[src/rtl/lcd_pkg.sv]
// Shared types and constants for the character-LCD command driver.
package lcd_pkg;

  // Command sequencer states; the driver exposes the current one for debug.
  typedef enum logic [2:0] {
    ST_IDLE  = 3'd0,
    ST_SETUP = 3'd1,
    ST_PULSE = 3'd2,
    ST_HOLD  = 3'd3,
    ST_WAIT  = 3'd4
  } lcd_state_t;

  // Field positions inside the 32-bit LCD register.
  localparam int ON_BIT   = 31;
  localparam int RS_BIT   = 9;
  localparam int RW_BIT   = 8;
  localparam int DATA_MSB = 7;
  localparam int DATA_LSB = 0;

  // Instructions that need the long execution wait.
  localparam logic [7:0] CMD_CLEAR = 8'h01;
  localparam logic [7:0] CMD_HOME  = 8'h02;

  // Default timing, in clock cycles.
  localparam int DEF_SETUP     = 2;
  localparam int DEF_PULSE     = 12;
  localparam int DEF_HOLD      = 2;
  localparam int DEF_EXEC      = 2000;
  localparam int DEF_EXEC_LONG = 82000;

  // A zero cycle count cannot be timed; treat it as one cycle.
  function automatic int fix_zero(input int v);
    return (v < 1) ? 1 : v;
  endfunction

  function automatic int max_int(input int a, input int b);
    return (a > b) ? a : b;
  endfunction

endpackage

[src/rtl/lcd_if.sv]
// Signal bundle between the register file / panel side and the LCD driver.
// There is no valid/ready pair: a command is requested simply by changing
// lcd_reg[9:0]; the driver samples it only while idle, so values written
// while busy are not queued and only the latest one is issued.
interface lcd_if;
  import lcd_pkg::*;

  logic [31:0] i_lcd_reg;
  logic [7:0]  i_lcd_din;
  logic        o_lcd_on;
  logic        o_lcd_rs;
  logic        o_lcd_rw;
  logic        o_lcd_en;
  logic [7:0]  o_lcd_dout;
  logic        o_lcd_oe;
  logic        o_busy;
  logic [7:0]  o_rd_data;
  lcd_state_t  dbg_state;

  // Register file and panel side.
  modport master (
    output i_lcd_reg, i_lcd_din,
    input  o_lcd_on, o_lcd_rs, o_lcd_rw, o_lcd_en, o_lcd_dout, o_lcd_oe,
    input  o_busy, o_rd_data, dbg_state
  );

  // Driver side.
  modport slave (
    input  i_lcd_reg, i_lcd_din,
    output o_lcd_on, o_lcd_rs, o_lcd_rw, o_lcd_en, o_lcd_dout, o_lcd_oe,
    output o_busy, o_rd_data, dbg_state
  );

endinterface

[src/rtl/lcd_driver.sv]
// HD44780-style LCD bus driver: turns changes of the LCD register into
// timed setup / enable-pulse / hold / execution-wait sequences.
module lcd_driver
  import lcd_pkg::*;
#(
  parameter int P_SETUP     = DEF_SETUP,
  parameter int P_PULSE     = DEF_PULSE,
  parameter int P_HOLD      = DEF_HOLD,
  parameter int P_EXEC      = DEF_EXEC,
  parameter int P_EXEC_LONG = DEF_EXEC_LONG
) (
  input logic  i_clk,
  input logic  i_rst,
  lcd_if.slave bus
);

  localparam int SETUP_N = fix_zero(P_SETUP);
  localparam int PULSE_N = fix_zero(P_PULSE);
  localparam int HOLD_N  = fix_zero(P_HOLD);
  localparam int EXEC_N  = fix_zero(P_EXEC);
  localparam int LONG_N  = fix_zero(P_EXEC_LONG);
  localparam int MAX_N   = max_int(max_int(max_int(SETUP_N, PULSE_N),
                                           max_int(HOLD_N, EXEC_N)), LONG_N);
  localparam int CW      = $clog2(MAX_N + 1);

  // Counter load values: each state lasts N cycles, exiting at count 0.
  localparam logic [CW-1:0] LD_SETUP = CW'(SETUP_N - 1);
  localparam logic [CW-1:0] LD_PULSE = CW'(PULSE_N - 1);
  localparam logic [CW-1:0] LD_HOLD  = CW'(HOLD_N - 1);
  localparam logic [CW-1:0] LD_EXEC  = CW'(EXEC_N - 1);
  localparam logic [CW-1:0] LD_LONG  = CW'(LONG_N - 1);

  lcd_state_t    state;
  logic [9:0]    shadow;
  logic [CW-1:0] cnt;
  logic          on_r;
  logic          rs_r;
  logic          rw_r;
  logic          en_r;
  logic [7:0]    dout_r;
  logic          oe_r;
  logic [7:0]    rd_r;
  logic          is_long;
  logic          unused_bits;

  // Clear and home take far longer to execute on the panel.
  assign is_long = !rs_r && ((dout_r == CMD_CLEAR) || (dout_r == CMD_HOME));

  // Bits of the register this block does not use.
  assign unused_bits = ^bus.i_lcd_reg[ON_BIT-1:RS_BIT+1];

  // Command sequencer: latches a new command in IDLE and walks the bus timing.
  always_ff @(posedge i_clk) begin
    if (i_rst) begin
      state  <= ST_IDLE;
      shadow <= '0;
      cnt    <= '0;
      on_r   <= 1'b0;
      rs_r   <= 1'b0;
      rw_r   <= 1'b0;
      en_r   <= 1'b0;
      dout_r <= '0;
      oe_r   <= 1'b0;
      rd_r   <= '0;
    end else begin
      on_r <= bus.i_lcd_reg[ON_BIT];
      case (state)
        ST_IDLE: begin
          if (bus.i_lcd_reg[RS_BIT:0] != shadow) begin
            shadow <= bus.i_lcd_reg[RS_BIT:0];
            rs_r   <= bus.i_lcd_reg[RS_BIT];
            rw_r   <= bus.i_lcd_reg[RW_BIT];
            dout_r <= bus.i_lcd_reg[DATA_MSB:DATA_LSB];
            oe_r   <= ~bus.i_lcd_reg[RW_BIT];
            cnt    <= LD_SETUP;
            state  <= ST_SETUP;
          end
        end
        ST_SETUP: begin
          if (cnt == '0) begin
            en_r  <= 1'b1;
            cnt   <= LD_PULSE;
            state <= ST_PULSE;
          end else begin
            cnt <= cnt - 1'b1;
          end
        end
        ST_PULSE: begin
          if (cnt == '0) begin
            if (rw_r) begin
              rd_r <= bus.i_lcd_din;
            end
            en_r  <= 1'b0;
            cnt   <= LD_HOLD;
            state <= ST_HOLD;
          end else begin
            cnt <= cnt - 1'b1;
          end
        end
        ST_HOLD: begin
          if (cnt == '0) begin
            cnt   <= is_long ? LD_LONG : LD_EXEC;
            state <= ST_WAIT;
          end else begin
            cnt <= cnt - 1'b1;
          end
        end
        ST_WAIT: begin
          if (cnt == '0) begin
            oe_r  <= 1'b0;
            state <= ST_IDLE;
          end else begin
            cnt <= cnt - 1'b1;
          end
        end
        default: begin
          en_r  <= 1'b0;
          oe_r  <= 1'b0;
          state <= ST_IDLE;
        end
      endcase
    end
  end

  assign bus.o_lcd_on   = on_r;
  assign bus.o_lcd_rs   = rs_r;
  assign bus.o_lcd_rw   = rw_r;
  assign bus.o_lcd_en   = en_r;
  assign bus.o_lcd_dout = dout_r;
  assign bus.o_lcd_oe   = oe_r;
  assign bus.o_busy     = (state != ST_IDLE);
  assign bus.o_rd_data  = rd_r;
  assign bus.dbg_state  = state;

endmodule

[src/flat_wrapper.sv]
// flat-port wrapper written by rule: the top's interface ports become plain ports
module lcd_driver_flat import lcd_pkg::*;
#(
  parameter int P_SETUP     = DEF_SETUP,
  parameter int P_PULSE     = DEF_PULSE,
  parameter int P_HOLD      = DEF_HOLD,
  parameter int P_EXEC      = DEF_EXEC,
  parameter int P_EXEC_LONG = DEF_EXEC_LONG
)
  (i_clk, i_rst, bus_i_lcd_reg, bus_i_lcd_din, bus_o_lcd_on, bus_o_lcd_rs, bus_o_lcd_rw, bus_o_lcd_en, bus_o_lcd_dout, bus_o_lcd_oe, bus_o_busy, bus_o_rd_data, bus_dbg_state);
  lcd_if bus_i ();
  input logic i_clk;
  input logic i_rst;
  input wire logic [$bits(bus_i.i_lcd_reg)-1:0] bus_i_lcd_reg;
  input wire logic [$bits(bus_i.i_lcd_din)-1:0] bus_i_lcd_din;
  output wire logic [$bits(bus_i.o_lcd_on)-1:0] bus_o_lcd_on;
  output wire logic [$bits(bus_i.o_lcd_rs)-1:0] bus_o_lcd_rs;
  output wire logic [$bits(bus_i.o_lcd_rw)-1:0] bus_o_lcd_rw;
  output wire logic [$bits(bus_i.o_lcd_en)-1:0] bus_o_lcd_en;
  output wire logic [$bits(bus_i.o_lcd_dout)-1:0] bus_o_lcd_dout;
  output wire logic [$bits(bus_i.o_lcd_oe)-1:0] bus_o_lcd_oe;
  output wire logic [$bits(bus_i.o_busy)-1:0] bus_o_busy;
  output wire logic [$bits(bus_i.o_rd_data)-1:0] bus_o_rd_data;
  output wire logic [$bits(bus_i.dbg_state)-1:0] bus_dbg_state;
  assign bus_i.i_lcd_reg = bus_i_lcd_reg;
  assign bus_i.i_lcd_din = bus_i_lcd_din;
  assign bus_o_lcd_on = bus_i.o_lcd_on;
  assign bus_o_lcd_rs = bus_i.o_lcd_rs;
  assign bus_o_lcd_rw = bus_i.o_lcd_rw;
  assign bus_o_lcd_en = bus_i.o_lcd_en;
  assign bus_o_lcd_dout = bus_i.o_lcd_dout;
  assign bus_o_lcd_oe = bus_i.o_lcd_oe;
  assign bus_o_busy = bus_i.o_busy;
  assign bus_o_rd_data = bus_i.o_rd_data;
  assign bus_dbg_state = bus_i.dbg_state;
  lcd_driver #(.P_SETUP(P_SETUP), .P_PULSE(P_PULSE), .P_HOLD(P_HOLD), .P_EXEC(P_EXEC), .P_EXEC_LONG(P_EXEC_LONG)) u_core (.i_clk(i_clk), .i_rst(i_rst), .bus(bus_i));
endmodule
[config.mk]
export PLATFORM = sky130hd
export DESIGN_NAME = lcd_driver_flat
export DESIGN_NICKNAME = d
export VERILOG_FILES = /design/src/rtl/lcd_pkg.sv /design/src/rtl/lcd_if.sv /design/src/rtl/lcd_driver.sv /design/src/flat_wrapper.sv
export SDC_FILE = /design/constraint.sdc
export NUM_CORES = 1
export LEC_CHECK = 0
export ABC_AREA = 1
export CORE_ASPECT_RATIO = 1.1
export CORE_UTILIZATION = 47
export DETAILED_ROUTE_END_ITERATION = 12
export HOLD_SLACK_MARGIN = 0.05
export PLACE_DENSITY_LB_ADDON = 0.15
export SYNTH_ARGS = -nofsm -noshare
export SYNTH_HDL_FRONTEND = slang
export SYNTH_SLANG_ARGS = --single-unit
export TNS_END_PERCENT = 30
[constraint.sdc]
create_clock -name i_clk -period 1.6 [get_ports i_clk]
set_input_delay 0.24 -clock i_clk [delete_from_list [all_inputs] [get_ports i_clk]]
set_output_delay 0.24 -clock i_clk [all_outputs]
set_load 0.005 [all_outputs]
Figure 1. M1 wires.
Scale bar: 20 um. Cells faint in the background.
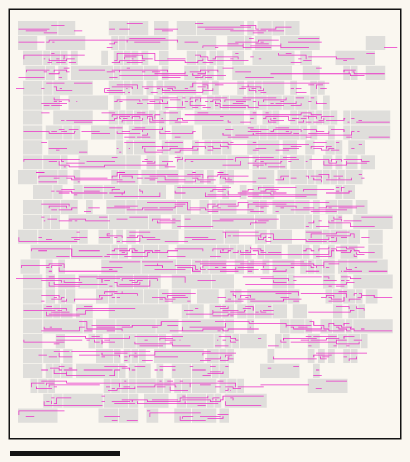
- nets with wire on the layer: 428
- main direction: horizontal
- longest straight run: 30.8 um
- wire length on this layer: 2890 um
- share of all routed wire: 43%

Figure 2. The metal 2 layer.
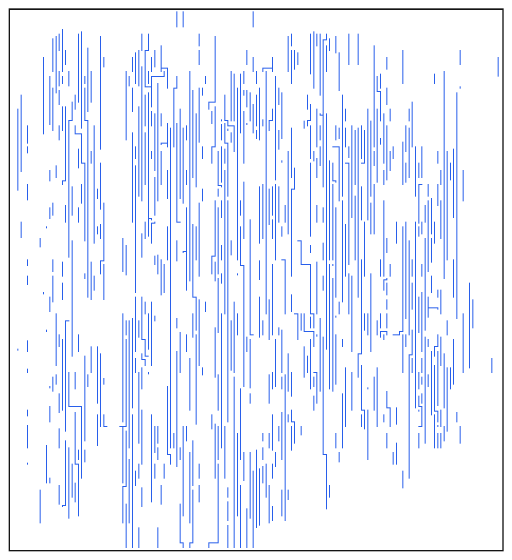
- main direction: vertical
- share of all routed wire: 50%
- longest straight run: 46.2 um
- wire length on this layer: 3370 um

Figure 3. The metal 3 layer.
Scale bar: 20 um.
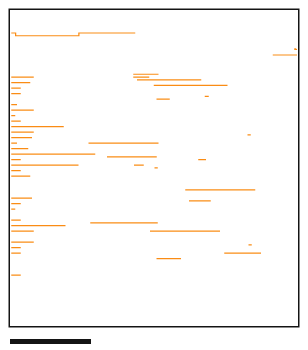
- main direction: horizontal
- nets with wire on the layer: 43

Figure 4. Drive-strength map.
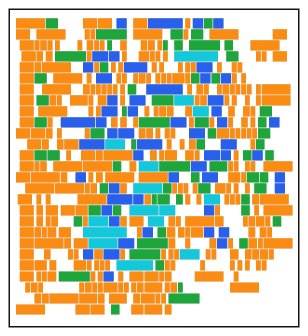
- green: drive 2 (cells 63)
- blue: drive 3 to 4 (cells 54)
- orange: drive 1 or less (cells 328)
- cyan: drive 6 and up (cells 15)

Figure 5. The clock network.
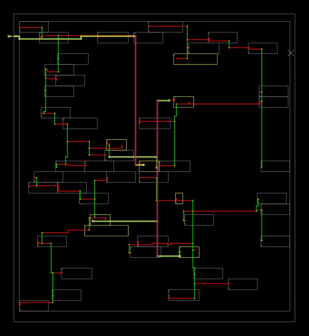
clk latency late pin: 0.30 ns
clock skew: 0.00708 ns
seq_cells: 41

## cells by family (layout without fill, tap and decap cells)
group	Yosys count	after routing	synth area share, %
and+or+nand+nor	207	207	38.9
buffers and inverters	61	145	10.5
AOI/OAI and AO/OA	55	55	12.9
DFF	41	41	33.2
xor gates and xnor gates	10	10	3.54
adders and majority gates	2	2	1.01
## state kept, by name (all words and copies together), names as in the netlist
signal,count
u_core.cnt,17
u_core.shadow,10
u_core.bus.o_rd_data,8
u_core.bus.dbg_state,3
u_core.bus.o_lcd_en,1
u_core.bus.o_lcd_oe,1
u_core.bus.o_lcd_on,1
## stage by stage
stage | utilization, % | worst slack, ns | setup TNS [ns] | total power [mW]
5_1_grt | 72.2 | -0.0823 | -1.12 | 9.18
4_1_cts | 66.7 | 0.00489 | 0 | 7.61
2_1_floorplan | - | 0.178 | 0 | 4.76
3_5_place_dp | 63.2 | -0.288 | -7.08 | 6.41
6_report | 72.2 | 0.0188 | 0 | 8.44
3_3_place_gp | 63.2 | -0.256 | -5.99 | 6.29
## placed cells by master, fill, tap and decap left out, types with 2 or more instances in the layout
cell type,instances
inv_2,6
o21ai_2,6
xnor2_1,5
nor2_2,7
nand4_1,8
o21ai_0,12
clkdlybuf4s50_1,39
xor2_1,5
dfxtp_4,2
dfxtp_2,9
or2_0,2
clkbuf_8,5
buf_6,4
nand2_4,4
nand2_2,18
a21oi_1,22
dlymetal6s2s_1,5
a21oi_2,10
buf_12,2
bufinv_16,2
nand3_1,25
inv_1,47
nor2_1,26
or2_2,2
nor2_4,11
o21ai_1,3
dfxtp_1,30
buf_4,32
nor3_1,3
nand3_4,3
nand2_1,92
nand3_2,2
## power groups by stage
stage | clock [mW] | sequential [mW] | combinational (mW)
2_1_floorplan | 0 | 1.61 | 3.14
3_3_place_gp | 0 | 1.59 | 4.71
3_5_place_dp | 0 | 1.59 | 4.81
4_1_cts | 1.03 | 1.59 | 4.99
5_1_grt | 1.08 | 1.68 | 6.42
6_report | 1.01 | 1.65 | 5.78
## how the worst max path moves through the flow
stage                                   from                              endpoint  slack, ns  depth (start not counted)
6_report          u_core.cnt[3]$_SDFFE_PP0P_            u_core.cnt[5]$_SDFFE_PP0P_       0.02                         12
5_1_grt        u_core.shadow[3]$_SDFFE_PP0P_         u_core.shadow[0]$_SDFFE_PP0P_      -0.08                         11
4_1_cts           u_core.cnt[1]$_SDFFE_PP0P_  u_core.bus.o_rd_data[0]$_SDFFE_PP0P_      0.005                          8
3_5_place_dp                bus_i_lcd_reg[0]            u_core.cnt[4]$_SDFFE_PP0P_      -0.29                         12
3_3_place_gp                bus_i_lcd_reg[0]            u_core.cnt[4]$_SDFFE_PP0P_      -0.26                         12
2_1_floorplan     u_core.cnt[0]$_SDFFE_PP0P_            u_core.cnt[8]$_SDFFE_PP0P_       0.18                         11
## final cells by class
type                       count  area (um2)
fill                         400        1400
timing repair buffer          84         812
sequential                    41         840
clock buffer                   5        68.8
multi-input combinational    274        1580
tap                           58        72.6
clock inverter                 3        65.1
inverter                      53         199
## repair_timing
action | CTS | global route
pin swaps | 4 | 21
setup endpoints to repair | 14 | 39
gates cloned | 0 | 2
setup buffers | 2 | 6
resized | 12 | 68
==> flow_metrics.env <==
# implementation run metrics
export IMPL_status="finished with violations"
export IMPL_violations="design-rule violations"
export IMPL_maxSlewHeadroom_pct=76.9
export IMPL_wire_per_inst_um=12.9
export IMPL_period_minus_slack_ns=1.58
export IMPL_r2r_end="u_core.cnt[5]$_SDFFE_PP0P_"
export IMPL_io_buffers=45
export IMPL_ys_warnings_count=0
export IMPL_power_density_nw_per_um2=2320
export IMPL_synthTopCellsByCount="nand2_1, inv_1, dfxtp_1"
export IMPL_avgSynthCellArea_um2=6.58
export IMPL_yosys_cells=376
export IMPL_placed_cells=500
export IMPL_stdcell_area_um2=3640
export IMPL_wl_mm=6.71
export IMPL_rsz0062_at_grt="yes"
export IMPL_use_met3_pct=5.01
export IMPL_drt_iter0_markers=155
export IMPL_yosysChipArea_um2=2470
export IMPL_cp_slowest_cell="dfxtp_4"
export IMPL_p_comb_share_pct=68.5
export IMPL_tool_warnings=49
export IMPL_fin_crit_sh_pct=98.8
export IMPL_slowest_delay_ns=0.37
export IMPL_crit_required_ns=1.81
export IMPL_ir_worst_vdd_mv=1.03
export IMPL_min_from="bus_i_lcd_reg[1]"
export IMPL_synth_area_um2=2470
export IMPL_syn_inst=376
export IMPL_path_cells="nor2_4 > buf_6 > nand2_2 > nor2_2 > nand2_2 > nand2_2 > nand2_4 > buf_4 > nand3_1 > nand2_1 > inv_1 > nor2_1"
export IMPL_hpwl_mm=4.57
export IMPL_start_kind="flip-flop"
export IMPL_die_area_um2=5560
export IMPL_fp_utilization_pct=49.2
export IMPL_hold_class="in2reg"
export IMPL_yosys_area_top_type="dfxtp_1"
export IMPL_seqPwrFrac_pct=19.5
export IMPL_drcViolationCount=1
export IMPL_top_cell="nand2_1"
export IMPL_hold_path_depth=3
export IMPL_grt_overflow=0
export IMPL_hold_slack_ns=0.289
export IMPL_grtUsageTotal_pct=23.7
export IMPL_floorplan_nets=420
export IMPL_num_antenna_cells=0
export IMPL_cpMostUsedCell="nand2_2"
export IMPL_end_kind="flip-flop"
export IMPL_cts_root_buffer="clkbuf_8"
export IMPL_crit_fanout=5
export IMPL_ff_type="dfxtp_1"
export IMPL_whs_endpoint="u_core.shadow[1]$_SDFFE_PP0P_"
export IMPL_gp_congestion=0.844
export IMPL_ys_types=30
export IMPL_cts_hold_buf=0
export IMPL_cts_htree_levels=2
export IMPL_worst_slew_pin_slew_ns=0.343
export IMPL_leakage_nw=1.73
export IMPL_cts_clk_slew_worst_paths_ns=0.09
export IMPL_drv_cap=0
export IMPL_finalNonFillerCells=518
export IMPL_vias=2652
export IMPL_io_pins=67
export IMPL_die_h_um=78.1
export IMPL_crit_type="reg2reg"
export IMPL_die_x_um=71.2
export IMPL_met1_usage_pct=27.8
export IMPL_met3_wirelength_um=324
export IMPL_worst_r2r_setup_slack_ns=0.02
export IMPL_rr_startpoint="u_core.cnt[3]$_SDFFE_PP0P_"
export IMPL_path_buffers=3
export IMPL_hold_violations=0
export IMPL_fmax_mhz=632
export IMPL_core_area_um2=5030
export IMPL_first_pass_iters=8
export IMPL_setup_viol=0
export IMPL_numCtsBuffers=5
export IMPL_dr_wl_met2_mm=3.37
export IMPL_arrival_ns=1.79
export IMPL_synthDominantCellAreaShare_pct=33.2
export IMPL_num_rows=27
export IMPL_placed_area_um2=3180
export IMPL_antenna_found_initial=0
export IMPL_grt_max_degree=17
export IMPL_clock_sinks=41
export IMPL_wl_met1_mm=2.89
export IMPL_ys_seq_share_pct=33.2
export IMPL_topCellsByArea="dfxtp_1, nand2_1, inv_1, nand3_1, nor2_1"
export IMPL_busiest_layer="met2"
export IMPL_ant_nets=0
export IMPL_cts_tree="yes"
export IMPL_p_int_mw=4.50
export IMPL_max_clock_path_buffers=2
export IMPL_worst_r2r_cell_count=12
export IMPL_drive_gt1_share_pct=28.7
export IMPL_top_layer_used="met4"
export IMPL_avgViaCountPerCell=5.12
export IMPL_async_flop_share_pct=0
export IMPL_grt_pass1_vias=2390
export IMPL_slew_violations=0
export IMPL_crit_family="simple AND/OR/NAND/NOR gates"
export IMPL_p_sw_share_pct=46.7
export IMPL_p_sw_mw=3.94
export IMPL_syn_to_final_growth_pct=46.9
export IMPL_p_clk_share_pct=12.0
export IMPL_grt_pass1_wl_mm=10.4
export IMPL_fin_nets=503
export IMPL_grtUsageMet2_pct=42.1
export IMPL_edf_count=0
export IMPL_ys_flops=41
Power figures rest on the tool's default switching activity, not on a simulated workload.
